==> config.mk <==
export PLATFORM = sky130hd
export DESIGN_NAME = ne_load_unload_fsm
export DESIGN_NICKNAME = d
export VERILOG_FILES = /design/src/rtl/ne_load_unload_fsm_pkg.sv /design/src/rtl/ne_hd_tagpipe.sv /design/src/rtl/ne_load_unload_fsm.sv
export SDC_FILE = /design/constraint.sdc
export NUM_CORES = 1
export LEC_CHECK = 0
export CORE_AREA = 4 4 198 200
export CTS_BUF_LIST = sky130_fd_sc_hd__clkbuf_8
export DETAILED_ROUTE_END_ITERATION = 6
export DIE_AREA = 0 0 202 204
export HOLD_SLACK_MARGIN = 0.05
export PLACE_DENSITY = 0.4
export SLEW_MARGIN = 15
export SYNTH_ARGS = -nofsm -noshare
export SYNTH_HDL_FRONTEND = slang
export SYNTH_SLANG_ARGS = --single-unit
export TNS_END_PERCENT = 10
==> constraint.sdc <==
create_clock -name clk -period 1.95 [get_ports clk]
set_clock_uncertainty 0.1 [all_clocks]
set_input_delay 0.585 -clock clk [delete_from_list [all_inputs] [get_ports clk]]
set_output_delay 0.585 -clock clk [all_outputs]
set_load 0.01 [all_outputs]
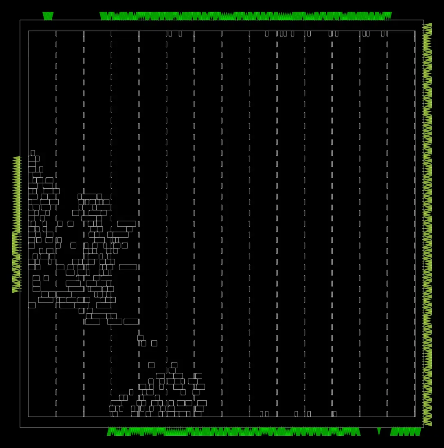
(run_1/placement.png)
Seq area share: 0.120
Seq Cell Count: 15
Filler cells: 4,418

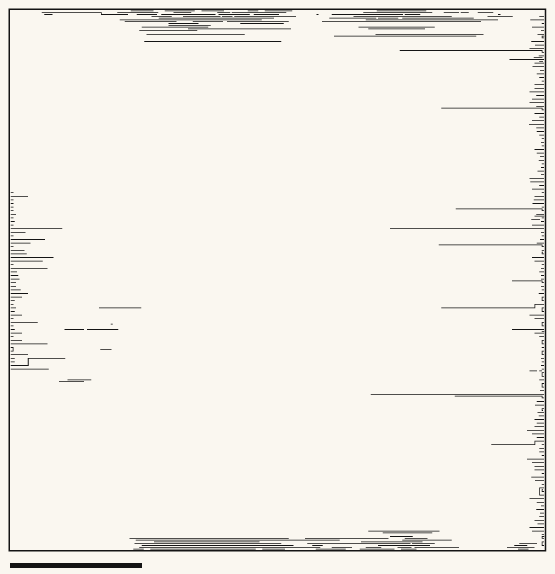
(run_1/layer_met3.png)
Bar = 50 µm.
longest straight run	76.8 µm
wire length on this layer	2,760 µm
share of all routed wire	25%
nets with wire on the layer	212
routed vias: 1,624
met3 Use GR: 0.0555
DRT Wirelength: 10.9 mm

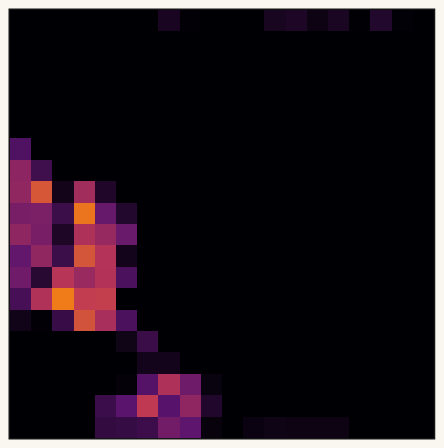
(run_1/cell_density.png)
The die is cut into 20 by 20 equal tiles; black is low, pale yellow is high, 0 to 100% covered.
fullest tile	70%
mean over tiles	4.6%
nearly empty tiles	82%
densest ninth of the die	west
Util after Layout: 0.0682
floorplan core density: 0.0734
core area: 0.0374 mm²

==> out/metrics.yaml, run 1 <==
met1_usage: 0.0333
ir_drop_uv: 167
topCombFamilyByArea: "buffers and inverters"
fin_ws_ns: -0.0395
topCellsByArea: "buf_4 65%, dfxtp_1 11%, and2_1 6.8%"
netlist-cell-type-count: 43
logic_gates: 107
p_leak_nw: 1.11
synth-main-ff-cell: "dfxtp_1"
design_area_mm2: 0.00255
synth_chip_area_mm2: 0.00275
cts-root-buf: "clkbuf_8"
clkTransAtPathRegs_ns: 0.07
adder_share: 0.00456
hold_viol: 0
layout.nonclk_buf_frac: 0.329
common_cells: "239 x buf_4, 30 x and2_1, 15 x dfxtp_1, 7 x a21oi_1, 7 x nand2_1"
top_usage_layer: "met2"
cp_slowest_cell: "dfxtp_4"
setup_viol: 10
failed_checks: "negative setup slack"
simple_gate_area_frac: 0.145
core.rowCount: 71
largest_area_cell: "buf_4"
rr_worst_depth: 7
comb_area_share: 0.273
grt_pass1_wl_mm: 13.8
synthXorXnorAreaFrac: 0.00319
first_pass_iters: 4
nNonClkBuffers: 102
required_ns: 1.26
ys_warn_count: 0
min_path_cells: 1
status: "complete, but fails checks"
cts_tree: "built"
largest_reg_flops: 5
critical_path.max_stage_delay_ns: 0.35
inv_count: 5
postRouteAntennaNets: 0
[run 1: power breakdown]
group	internal, mW	total, mW	switching [mW]
Clock	0.145	0.266	0.121
Sequential	0.310	0.315	0.00503
Combinational	0.0707	0.131	0.0603
[run 1: cells in the final DEF, fill, tap and decap left out, types with 5 or more instances in the layout]
| cell type | count |
|---|---|
| clkdlybuf4s15_1 | 5 |
| a21oi_1 | 6 |
| conb_1 | 17 |
| nand2_1 | 7 |
| dlygate4sd2_1 | 22 |
| buf_4 | 22 |
| clkdlybuf4s50_1 | 10 |
| dlymetal6s2s_1 | 12 |
| dfxtp_1 | 13 |
| and2_1 | 27 |
| buf_2 | 23 |
[run 1: per-layer routing]
metal  vias up  share of wire
met2       289           0.44
met3        84           0.25
met5         -         0.0063
met1       635           0.24
met4         2          0.066
li1        614              -
[run 1: metrics by stage]
stage | worst slack [ns] | setup TNS (ns) | total power [mW]
CTS | -0.133 | -0.972 | 0.721
finish | -0.0395 | -0.228 | 0.712
floorplan | 0.0222 | 0 | 0.838
global route | -0.115 | -0.660 | 0.745
global placement | -0.465 | -15.19 | 0.466
detailed placement | -0.466 | -15.04 | 0.465
[run 1: cell families (layout without fill, tap and decap cells)]
family | after synthesis | after routing
DFF | 15 | 15
adders and majority gates | 1 | 1
and+or+nand+nor | 63 | 63
buffers and inverters | 248 | 111
AOI/OAI and AO/OA | 25 | 25
other | 1 | 17
xor gates and xnor gates | 1 | 1
[run 1: critical path: cells and delay by family, from the launching register on]
kind / cells / cell delay [ns]
simple gates: 1 / 0.21
buf+inv: 2 / 0.33
fa+ha+maj: 1 / 0.16
flops: 1 / 0.35
[run 1: repair_timing]
item / 4_1_cts / 5_1_grt
pin swaps: 7 / 1
setup endpoints to repair: 47 / 28
buffers inserted: 1 / 0
resized: 145 / 32
==> run_1/logic_types.png <==
Bar = 50 µm.
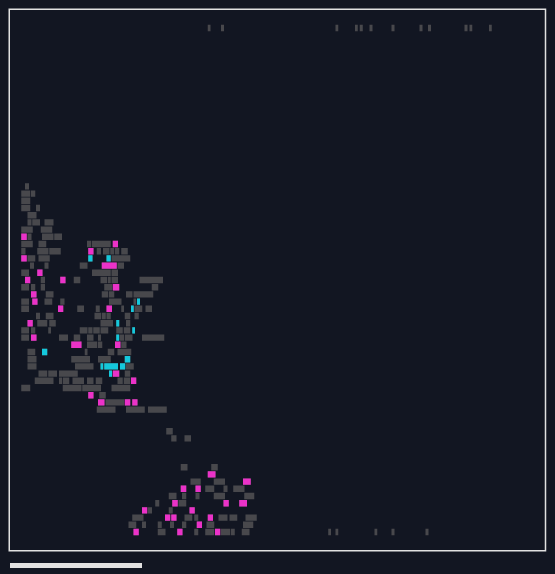

--- run 2 (diff from run 1) ---
--- a/config.mk
+++ b/config.mk
@@ -5,10 +5,10 @@
 export SDC_FILE = /design/constraint.sdc
 export NUM_CORES = 1
 export LEC_CHECK = 0
-export CORE_AREA = 4 4 198 200
+export CORE_AREA = 4 4 196 198
 export CTS_BUF_LIST = sky130_fd_sc_hd__clkbuf_8
 export DETAILED_ROUTE_END_ITERATION = 6
-export DIE_AREA = 0 0 202 204
+export DIE_AREA = 0 0 200 202
 export HOLD_SLACK_MARGIN = 0.05
 export PLACE_DENSITY = 0.4
 export SLEW_MARGIN = 15
==> constraint.sdc (replaced) <==
create_clock -name clk -period 2.5 [get_ports clk]
set_clock_uncertainty 0.1 [all_clocks]
set_input_delay 0.75 -clock clk [delete_from_list [all_inputs] [get_ports clk]]
set_output_delay 0.75 -clock clk [all_outputs]
set_load 0.01 [all_outputs]
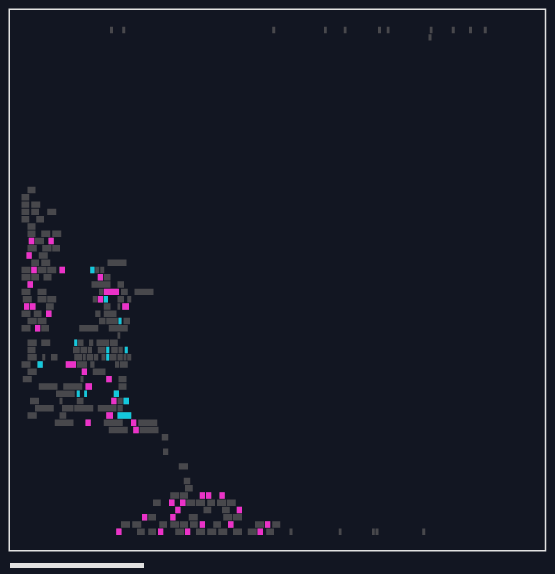
(run_2/logic_types.png)
Bar = 50 µm.
colour	family	cells	most used
cyan	NAND gates	13	nand2_1
magenta	AND and OR gates	39	and2_1
most used logic cell in the final layout: clkdlybuf4s50_1
non-filler cells, final: 689

==> run 2 against run 1 <==
  * Largest power group unchanged
  * Register-to-register slack gained 0.54 ns
  * Global-route usage increased by 0.10 points
  * Die size down 2.0%
  * The flow now finishes without violations
  * Combinational power shrank 19%
  * Largest cell class unchanged
  * Total power fell by 22%
  * Synthesized area is the same
  * Via count shrank 2.7%
  * Setup slack gained 0.077 ns
==> out/metrics.yaml, run 2 <==
status: "completed"
min_path_cells: 1  # unchanged
pwr-share-comb: 0.191  # +0.007
fillers: 4261  # -3.6%
critPathArrivalTime_ns: 1.61
netlist-cell-type-count: 43  # unchanged
rr_worst_depth: 6  # -1
nNetsFinal: 461
clkPwrFrac: 0.363  # -0.010
postRouteAntennaNets: 0  # unchanged
crit_path_end_kind: "output port"
first_pass_iters: 4  # unchanged
cts_tree: "built"
critPathLaunchType: "primary input"
ys_warn_count: 0  # unchanged
p_seq_frac: 0.445  # +0.002
powerSeq_mw: 0.247  # -22%
ys_seq_frac: 0.109
powerClk_mw: 0.201  # -24%
p_total_mw: 0.554  # -22%
routed_wl_mm: 10.7  # -1.2%
power.switching_mw: 0.137  # -26%
common_cells: "239 x buf_4, 30 x and2_1, 15 x dfxtp_1, 7 x a21oi_1, 7 x nand2_1"
topCellsByArea: "buf_4 65%, dfxtp_1 11%, and2_1 6.8%"
core.rowCount: 70  # -1.4%
p_int_mw: 0.417  # -21%
largest_area_cell: "buf_4"
required_ns: 1.65  # +0.39 ns
p_leak_nw: 0.867  # -22%
final_cell_mix: "45 x clkdlybuf4s50_1, 32 x dlygate4sd2_1, 30 x and2_1"
hold_viol: 0  # unchanged
die_h_um: 202
ir_drop_uv: 101  # -40%
power_leader: "sequential cells"
synth_chip_area_mm2: 0.00275  # unchanged
grt-ovfl-total: 0
dr_total_vias: 1580  # -2.7%
cts.sinks: 15
sw_frac_of_total: 0.248  # -0.0142
async_reset_ff_frac: 0
grt_pass1_wl_mm: 13.8  # +0.14%
combinationalPower_mw: 0.106  # -19%
setup_viol: 0  # -10
clkTransAtPathRegs_ns: 0.07  # about the same
largest_reg_flops: 5  # unchanged
cts-root-buf: "clkbuf_8"
ctsLongestPathBuffers: 2
synth-main-ff-cell: "dfxtp_1"
syn_inst: 354
relSlewSlack: 0.653
num_io_pins: 515
crit_type: "primary input to output port"
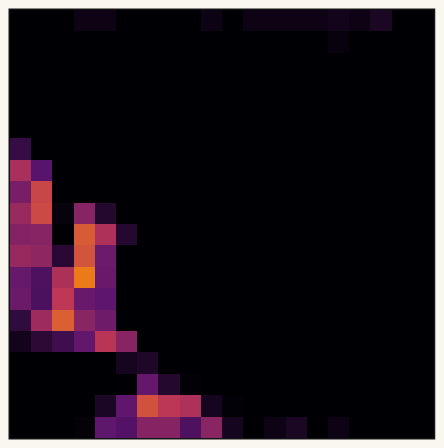
(run_2/cell_density.png)
The die is cut into 20 by 20 equal tiles; black is low, pale yellow is high, 0 to 100% covered.
fullest tile	70%
mean over tiles	4.6%
nearly empty tiles	82%
floorplan core density: 0.0752
core area: 0.0365 mm²
Util after Layout: 0.0674

-- run 2: timing repair --
action                                  CTS  global route
buffers inserted                          0             0
gates cloned                              0             0
resized                                  37             3
endpoints found under the setup margin   36             3
-- run 2: cell families after synthesis --
family / synth area share
flip-flops: 0.109
AND-OR/OR-AND: 0.0661
adder cells (fa/ha/maj): 0.00456
XOR/XNOR: 0.00319
other: 0.00137
AND/OR/NAND/NOR: 0.145
buffers and inverters: 0.670
-- run 2: metrics by stage --
step	hold WS [ns]	utilization	area (µm²)	setup slack, ns	TNS (ns)
2_1_floorplan	0.312	-	2810	0.450	0
3_3_place_gp	0.322	0.0671	2450	-0.281	-5.85
3_5_place_dp	0.320	0.0671	2450	-0.278	-5.69
4_1_cts	0.337	0.0672	2460	0.0193	0
5_1_grt	0.357	0.0674	2460	0.00310	0
6_report	0.334	0.0674	2460	0.0378	0
-- run 2: routing by layer --
layer	wire length, µm	part of all wire	global-route usage	up-vias
li1	-	-	-	591
met1	3230	0.30	0.0451	640
met2	3640	0.34	0.0522	251
met3	2500	0.23	0.0480	98
met4	1390	0.13	0.0551	0
met5	0	0	0	-
-- run 2: critical path, stage by stage --
cell and delay, ns:
clkdlybuf4s50_1 0.46, and2_1 0.12, dlygate4sd2_1 0.28
-- run 2: final cells by class --
type,instances,area [µm²],share of cell area
clock buffer,3,41.3,0.0168
inverter,5,21.3,0.00865
multi-input combinational,107,666,0.271
timing repair buffer,90,838,0.341
clock inverter,1,7.51,0.00305
sequential,15,300,0.122
tap,468,586,0.238
Power and IR drop assume default switching activity.
